<file path="config.mk">
export PLATFORM = sky130hd
export DESIGN_NAME = count_pwm_gen
export DESIGN_NICKNAME = d
export VERILOG_FILES = /design/src/rtl/count_pwm_gen.sv
export SDC_FILE = /design/constraint.sdc
export NUM_CORES = 1
export LEC_CHECK = 0
export ABC_CLOCK_PERIOD_IN_PS = 2500
export CAP_MARGIN = 0
export CORE_MARGIN = 2
export CORE_UTILIZATION = 35
export CTS_BUF_LIST = sky130_fd_sc_hd__clkbuf_2
export DETAILED_ROUTE_END_ITERATION = 6
export PLACE_DENSITY_LB_ADDON = 0.05
export SETUP_SLACK_MARGIN = 0.2
export SLEW_MARGIN = 40
export SYNTH_ARGS = -nofsm -noshare
export SYNTH_HDL_FRONTEND = slang
export SYNTH_SLANG_ARGS = --single-unit
</file>
<file path="constraint.sdc">
create_clock -name clk -period 2.5 [get_ports clk]
set_input_delay 0.25 -clock clk [delete_from_list [all_inputs] [get_ports clk]]
set_output_delay 0.25 -clock clk [all_outputs]
set_load 0.1 [all_outputs]
</file>
<file path="src/rtl/count_pwm_gen.sv">
// PWM generator driven by an external free-running counter.
// Duty updates go through a shadow register and take effect only at a period start.
//
// state | meaning
// ------+---------------------------------------------------------------
// IDLE  | after reset; pwm_out held inactive until the first period start
// RUN   | generating PWM from the count bus; left only through reset
module count_pwm_gen #(
  parameter int                WIDTH      = 8,
  parameter bit                INVERT     = 1'b0,
  parameter logic [WIDTH-1:0]  RESET_DUTY = '0
) (
  input  logic             clk,
  input  logic             reset,
  input  logic [WIDTH-1:0] count,
  input  logic [WIDTH-1:0] duty_in,
  input  logic             duty_load,
  output logic             pwm_out,
  output logic             period_start,
  output logic [WIDTH-1:0] duty_active,
  output logic             load_pending
);

  typedef enum logic {S_IDLE = 1'b0, S_RUN = 1'b1} state_e;

  state_e           state_q, state_d;
  logic [WIDTH-1:0] prev_count_q, prev_count_d;
  logic [WIDTH-1:0] shadow_q, shadow_d;
  logic [WIDTH-1:0] duty_q, duty_d;
  logic             pend_q, pend_d;
  logic             pwm_q, pwm_d;
  logic             ps_q, ps_d;
  logic             ps;
  logic [WIDTH-1:0] eff;

  // A counter stalled at zero must not re-trigger, except to leave IDLE.
  assign ps = (count == '0) && ((prev_count_q != '0) || (state_q == S_IDLE));

  always_ff @(posedge clk) begin
    if (reset) state_q <= S_IDLE;
    else       state_q <= state_d;
  end

  always_comb begin
    state_d = state_q;
    case (state_q)
      S_IDLE:  if (ps) state_d = S_RUN;
      S_RUN:   state_d = S_RUN;
      default: state_d = S_IDLE;
    endcase
  end

  always_comb begin
    eff          = duty_q;
    duty_d       = duty_q;
    shadow_d     = shadow_q;
    pend_d       = pend_q;
    pwm_d        = INVERT;
    ps_d         = ps;
    prev_count_d = count;
    if (ps) begin
      // A load coinciding with the boundary bypasses the shadow entirely.
      if (duty_load)   eff = duty_in;
      else if (pend_q) eff = shadow_q;
      duty_d = eff;
      pend_d = 1'b0;
    end else if (duty_load) begin
      shadow_d = duty_in;
      pend_d   = 1'b1;
    end
    if ((state_q == S_RUN) || ps)
      pwm_d = (count < eff) ^ INVERT;
  end

  always_ff @(posedge clk) begin
    if (reset) begin
      prev_count_q <= '0;
      shadow_q     <= '0;
      duty_q       <= RESET_DUTY;
      pend_q       <= 1'b0;
      pwm_q        <= INVERT;
      ps_q         <= 1'b0;
    end else begin
      prev_count_q <= prev_count_d;
      shadow_q     <= shadow_d;
      duty_q       <= duty_d;
      pend_q       <= pend_d;
      pwm_q        <= pwm_d;
      ps_q         <= ps_d;
    end
  end

  assign pwm_out      = pwm_q;
  assign period_start = ps_q;
  assign duty_active  = duty_q;
  assign load_pending = pend_q;

endmodule

</file>
==> results.toml, run 1 <==
# yosys + openroad results
[outcome]
outcome = "finished, final reports clean"

[logic_synthesis]
synth_nets = 180
top_cell = "dfxtp_1"
synth_top_flop_cell = "dfxtp_1"
async_reset_ff_frac = 0
area_leaders = "dfxtp_1 39%, mux2i_1 6.3%, nand2_1 6.3%"
ys_warn_count = 0
top_cells_by_count = "28 x dfxtp_1, 24 x nand2_1, 20 x nor2_1, 11 x nor2b_1, 9 x mux2i_1"
synth_cell_types = 29
ys_cells = 154
syn_avg_cell_area_um2 = 9.278
syn_inst = 154
ys_chip_area_um2 = 1429
ys.flops = 28
yosysTopAreaCell = "dfxtp_1"
ys_seq_frac = 0.3923
netlist.area_leader.share = 0.3923
netlist_area_um2 = 1429
synth-edff-count = 0

[worst_setup_path]
end_kind = "register"
crit_required_ns = 2.83
arrival_ns = 2.81
cp_max_fo = 4
cp_slowest_stage_delay_ns = 0.39
path_class = "reg2reg"
crit_chain = "nor4_4, and3_4, buf_12, buf_16, buf_4, o31ai_1, a211oi_2, ha_1, a21o_1, a21oi_1, o21ai_1, nand2_1"
crit_path_start_kind = "register"
r2r_slack_ns = 0.02
cp_slowest_cell = "dfxtp_2"

[placed_design]
portBuffers = 29
post-place-ws_ns = -0.6646
place_congestion = 0.7929
hpwl_um = 2873
placed_cell_area_um2 = 1897

[die]
coreArea_um2 = 3971
fp.dieH_um = 67.90
die-area_um2 = 4610
rows = 23
ios = 30
initCoreUtil = 0.3598
die_x_um = 67.90

[global_route]
top_usage_layer = "met2"
grt_pass1_vias = 1403
antenna_found_initial = 0
grt_overflow = 0
use_met3 = 0.04276
grt_max_degree = 17
grt_pass1_wl_um = 6430

[layout]
fin_nets = 245
diodes = 0
flop_area_um2 = 565.5
final_layout_size_suffix_gt1_frac = 0.4358
fillers = 376
logic_area_um2 = 917.1

[pwr]
comb_power_share = 0.164
ir_drop_mv = 0.2418
seqPwrFrac = 0.529
switchingPower_w = 0.0002181
clkPwrFrac = 0.307
power.density_nw_per_um2 = 403.3
switching_share = 0.2435
internal_power_w = 0.0006777
cellLeakagePower_nw = 0.9102

[clocking]
cts-root-buf = "clkbuf_2"
clock.latency.late_pin_ns = 0.37
cts_tree = "yes"
clockBufferDepth = 2
post_cts_resized = 44
h-tree-depth = 1
cts_buffers = 3
cts_hold_buf = 0
cts.clk_slew.worst_paths_ns = 0.27
cts_sinks = 28
post_cts_buffers = 9

[final_timing]
setup_violations = 0
final_max_slew_viol_count = 0
skew_ns = 0.009528
tightest_slew_ns = 0.3059
finalCriticalPeriod_ns = 2.475
hold_viol = 0
min_period_over_period = 0.9901
max_freq_mhz = 404.0
slew_headroom = 0.7943
rsz0062_at_grt = "yes"

[worst_hold_path]
hold_class = "in2reg"

[routing]
dr.pass1.iters = 4
ant_nets = 0
drt_iter0_markers = 39
remaining_drc_errors = 0
routed_via_density = 4.966

[flow_run]
drv_cap = 0
warnings = 29
==> run 1: stage by stage <==
step	TNS (ns)	util	hold slack, ns	std cells	total power, W
after floorplan	-0.003703	-	0.3782	154	0.0005432
after detailed placement	-0.7644	0.4776	0.4906	248	0.0006152
after global placement	-0.6169	0.4776	0.4821	248	0.0006125
after global routing	-0.08883	0.5592	0.1784	268	0.0009425
after CTS	-0.01556	0.5388	0.1920	262	0.0009029
final	0	0.5592	0.2098	268	0.0008958
==> run 1: power groups by stage <==
stage | clock network (W) | logic [W] | registers [W]
floorplan | 0 | 0.0000543 | 0.000489
CTS | 0.000287 | 0.000142 | 0.000474
global route | 0.000306 | 0.000160 | 0.000476
detailed placement | 0 | 0.000135 | 0.000480
global placement | 0 | 0.000133 | 0.000480
finish | 0.000275 | 0.000147 | 0.000474
==> run 1: logic make-up (layout without fill, tap and decap cells) <==
logic type | after synthesis | count (layout) | share of synthesized area
flops | 28 | 28 | 0.3923
mux | 10 | 10 | 0.07093
fa+ha+maj | 7 | 7 | 0.06129
compound gates | 25 | 25 | 0.1699
simple gates | 74 | 74 | 0.2671
buf+inv | 10 | 74 | 0.03852
==> run 1: worst max-delay path, delay by kind of cell (launching register included) <==
family	cells	cell delay (ns)
adders and majority gates	1	0.29
DFF	1	0.39
and+or+nand+nor	3	0.68
buffers and inverters	3	0.32
AOI/OAI and AO/OA	5	0.76
==> run 1: path summary, 6_finish.rpt <==
check / cells after the start / from / to
min reg2reg: 2 / shadow_q[5]$_SDFFE_PP0P_ / shadow_q[5]$_SDFFE_PP0P_
max: 12 / prev_count_q[2]$_SDFF_PP0_ / pwm_out$_SDFF_PP0_
max reg2reg: 12 / prev_count_q[2]$_SDFF_PP0_ / pwm_out$_SDFF_PP0_
min: 3 / count[2] / prev_count_q[2]$_SDFF_PP0_
==> run 1: cell type report <==
cell class | instances | share of cell area
Inverter | 1 | 0.001690
Timing Repair Buffer | 69 | 0.2823
Sequential cell | 28 | 0.2546
Tap cell | 50 | 0.02817
Multi-Input combinational cell | 116 | 0.4130
Clock inverter | 1 | 0.01352
Clock buffer | 3 | 0.006761
==> run 1: per-layer routing <==
metal  vias to the layer above  share of wire
li1                        665              -
met5                         -              0
met4                         0          0.013
met3                         6          0.028
met1                       634           0.45
met2                        26           0.51
==> run 1: sequential cells by signal, indices dropped and copies added (netlist names) <==
| register | flops |
|---|---|
| duty_active | 8 |
| prev_count_q | 8 |
| shadow_q | 8 |
| load_pending | 1 |
| period_start | 1 |
| pwm_out | 1 |
| state_q | 1 |
==> run 1: cells in the final DEF, fill, tap and decap left out, types with 2 or more instances in the layout <==
cell type        instances
a211oi_2                 6
clkbuf_2                 3
clkdlybuf4s50_1         10
dfxtp_1                 24
or4_4                    2
or2_4                    2
o31ai_1                  3
nor3_1                   2
clkdlybuf4s15_1          3
buf_2                    3
nor3_2                   7
nand4_1                  2
buf_6                    3
buf_4                   43
nand2_1                 23
ha_1                     5
nor2b_1                 11
a21oi_1                  3
nor2_1                  20
dlygate4sd2_1            2
buf_12                   4
dfxtp_2                  4
mux2i_1                  9
o31ai_4                  2
run_1/wires.png
Only two layers are drawn.
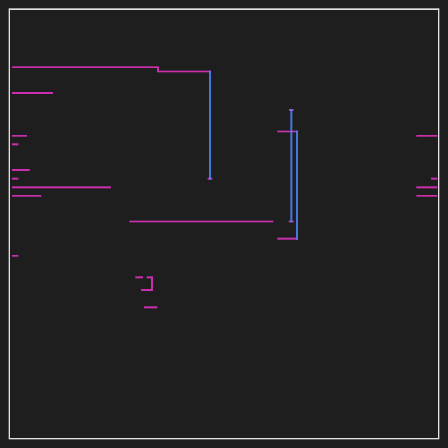
- blue: metal 4 (wire length 51.7 µm)
- magenta: metal 3 (wire length 111 µm)
final wirelength: 3951 µm
vias post-DR: 1331
total global-route track usage: 0.1878
Wirelength per Cell: 14.74 µm

run_1/sizes.png
The bar under the picture is 20 µm long.
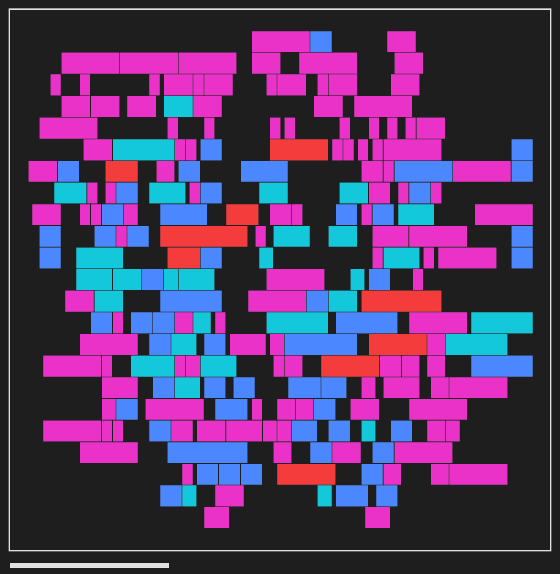
- cyan: _2 cells (cells 30; share 14%; most used nor3_2)
- magenta: _0 and _1 cells (cells 123; share 56%; most used dfxtp_1)
- red: _6 and larger (cells 9; share 4.1%; most used buf_12)
- blue: _3 and _4 cells (cells 56; share 26%; most used buf_4)
final instance area: 2221 µm²
Non-clock buffers: 69
Setup WS post-layout: 0.02477 ns
Area growth syn-to-layout: 55.43%

run_1/layer_met2.png
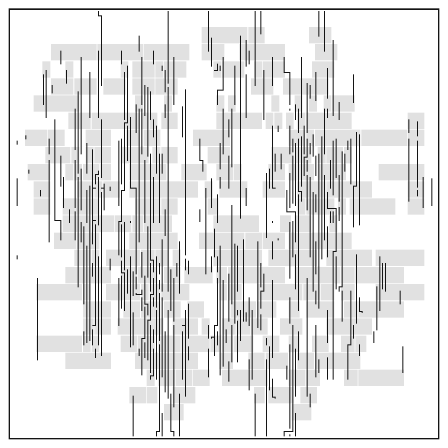
- main direction: vertical
- share of all routed wire: 51%
- nets with wire on the layer: 223
- longest straight run: 32.3 µm
- wire length on this layer: 2020 µm
grt met2 use: 0.3297

run_1/layer_met1.png
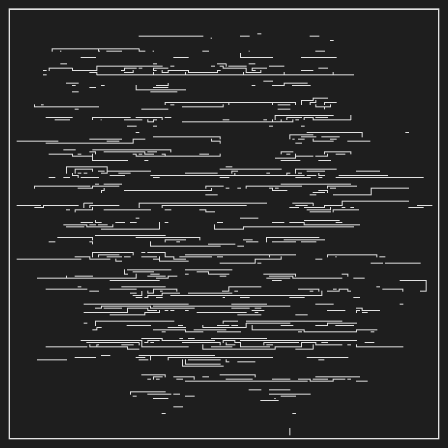
- nets with wire on the layer: 218
- share of all routed wire: 45%
grt met1 use: 0.2328

==> run 2: changes to the inputs <==
Settings changed: GPL_TIMING_DRIVEN set to 0.
==> results.toml, run 2 <==
# yosys + openroad results
[logic_synthesis]
netlist_area_um2 = 1429
syn_inst = 154
netlist.area_leader.share = 0.3923
ys_warn_count = 0
syn_avg_cell_area_um2 = 9.278
ys.flops = 28
synth-edff-count = 0
ys_seq_frac = 0.3923
synth_nets = 180
ys_cells = 154
top_cells_by_count = "28 x dfxtp_1, 24 x nand2_1, 20 x nor2_1, 11 x nor2b_1, 9 x mux2i_1"
yosysTopAreaCell = "dfxtp_1"
synth_top_flop_cell = "dfxtp_1"
synth_cell_types = 29
async_reset_ff_frac = 0
ys_chip_area_um2 = 1429
area_leaders = "dfxtp_1 39%, mux2i_1 6.3%, nand2_1 6.3%"

[worst_setup_path]
path_class = "in2reg"
crit_path_start_kind = "input port"
cp-endpoint = "pwm_out$_SDFF_PP0_"
end_kind = "register"
arrival_ns = 2.76
rr_startpoint = "prev_count_q[2]$_SDFF_PP0_"
r2r_cells = 12
crit_required_ns = 2.83
r2r_slack_ns = 0.09

[final_timing]
slew_headroom = 0.6082
max_freq_mhz = 411.5
final_max_slew_viol_count = 0
tightest_slew_ns = 0.5855
min_period_over_period = 0.9720
skew_ns = 0.01210
hold_viol = 0
finalCriticalPeriod_ns = 2.430
setup_violations = 0
rsz0062_at_grt = "yes"
worst_slack_ns = 0.06998

[placed_design]
post-place-ws_ns = -0.6836
portBuffers = 28
placed_cell_area_um2 = 1725

[global_route]
grt_overflow = 0
grt_max_degree = 15
grt_pass1_wl_um = 5947

[flow_run]
drv_cap = 0
warnings = 29

[die]
ios = 30
coreArea_um2 = 3971
fp.dieH_um = 67.90
die_x_um = 67.90
initCoreUtil = 0.3598
die-area_um2 = 4610
rows = 23

[routing]
remaining_drc_errors = 0
routed_via_density = 5.024
drt_iter0_markers = 69
ant_nets = 0
dr.pass1.iters = 4

[pwr]
power.density_nw_per_um2 = 388.6
cellLeakagePower_nw = 0.7835
ir_drop_mv = 0.2327

[outcome]
outcome = "finished, final reports clean"

[clocking]
cts-root-buf = "clkbuf_2"
cts.clk_slew.worst_paths_ns = 0.25
clock.latency.late_pin_ns = 0.37
h-tree-depth = 1
cts_buffers = 3
cts_tree = "yes"
clockBufferDepth = 2

[layout]
syn_to_final_growth_pct = 37.48
lay_top_count = "dfxtp_1"
fin_area_um2 = 1964
lay_top_cells = "24 x dfxtp_1, 22 x nand2_1, 20 x nor2_1, 16 x buf_2, 11 x buf_4"
diodes = 0
final_layout_size_suffix_gt1_frac = 0.3756

[worst_hold_path]
hold_class = "in2reg"
-- run 2: cell counts after synthesis --
No cell type changed its count.
-- run 2: kinds of logic after synthesis --
family	after synthesis	synth area share
AOI/OAI and AO/OA	25	0.1699
adders and majority gates	7	0.06129
buffers and inverters	10	0.03852
DFF	28	0.3923
muxes	10	0.07093
and+or+nand+nor	74	0.2671
-- run 2: critical path, cell delays in order --
cell             delay [ns]
clkdlybuf4s15_2        0.23
or4_4                  0.43
or2_1                  0.27
or2_1                  0.25
buf_6                  0.15
a211oi_4               0.25
ha_4                   0.25
a21oi_2                0.14
o21ai_2                0.08
a2111oi_4              0.23
o211ai_1               0.14
nand2_1                0.09
-- run 2: per-stage QoR --
stage	setup TNS, ns	hold slack [ns]	total power [W]	cells	utilization
floorplan	-0.003703	0.3782	0.0005432	154	-
global placement	-0.7297	0.4816	0.0005915	232	0.4483
detailed placement	-0.6836	0.4926	0.0005916	232	0.4345
CTS	-0.04785	0.06859	0.0007640	244	0.4776
global route	-0.05211	0.05624	0.0008046	247	0.4946
finish	0	0.07774	0.0007634	247	0.4946
-- run 2: timing repair --
item                                    CTS  global route
gates resized                            54             7
endpoints found under the setup margin    1             1
cloned                                    0             0
pin swaps                                15            10
buffers inserted                          9             3
hold buffers                              0             0
-- run 2: how the worst min path moves through the flow --
| stage | from | to | slack, ns | cells after the start |
|---|---|---|---|---|
| floorplan | count[0] | prev_count_q[0]$_SDFF_PP0_ | 0.38 | 1 |
| global placement | shadow_q[3]$_SDFFE_PP0P_ | shadow_q[3]$_SDFFE_PP0P_ | 0.48 | 2 |
| detailed placement | shadow_q[7]$_SDFFE_PP0P_ | shadow_q[7]$_SDFFE_PP0P_ | 0.49 | 2 |
| CTS | count[2] | prev_count_q[2]$_SDFF_PP0_ | 0.07 | 2 |
| global route | count[2] | prev_count_q[2]$_SDFF_PP0_ | 0.06 | 2 |
| finish | count[2] | prev_count_q[2]$_SDFF_PP0_ | 0.08 | 2 |
-- run 2: final cells by class --
cell class / count / area, µm²
clock buffers: 3 / 15.01
flip-flops and latches: 28 / 565.5
well taps: 50 / 62.56
inverters: 1 / 3.754
plain buffers: 9 / 80.08
repair buffers: 40 / 296.5
fillers: 377 / 2007
multi-input cells: 116 / 940.9
-- run 2: power by group --
group / switching (W) / internal, W / leakage (nW) / total (W)
registers: 0.00000958 / 0.000465 / 0.231 / 0.000474
clock network: 0.000135 / 0.0000326 / 0.0125 / 0.000168
logic: 0.0000658 / 0.0000557 / 0.540 / 0.000121
total: 0.000211 / 0.000553 / 0.784 / 0.000763
-- run 2: routing by layer --
layer,part of all wire,GRT usage,vias to the layer above
met5,0,0,-
met4,0.012,0.05250,0
met3,0.045,0.02467,4
met2,0.46,0.2855,33
met1,0.48,0.2335,585
li1,-,-,619
run_2/layer_met1.png
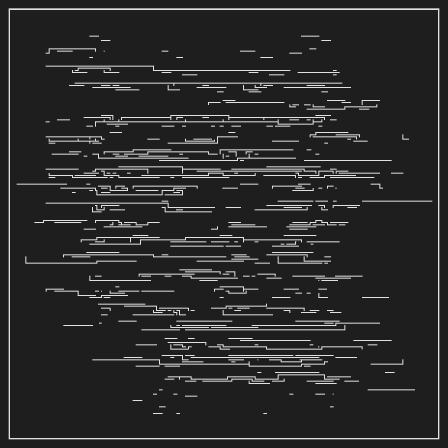
- longest straight run: 42.3 µm
- share of all routed wire: 48%
final wirelength: 3495 µm
grt met1 use: 0.2335

run_2/wires.png
Only two layers are drawn.
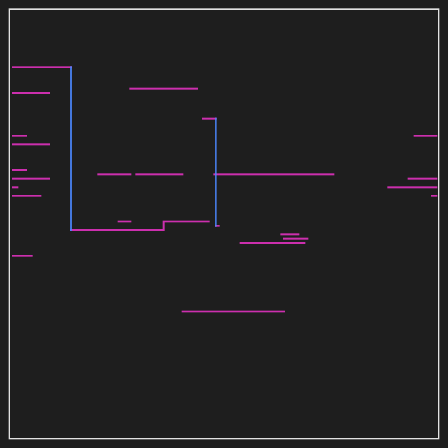
- blue: metal 4 (wire length 42.8 µm)
- magenta: metal 3 (wire length 157 µm)
Wirelength per Cell: 14.15 µm
vias post-DR: 1241
total global-route track usage: 0.1727

Power figures rest on the tool's default switching activity, not on a simulated workload.
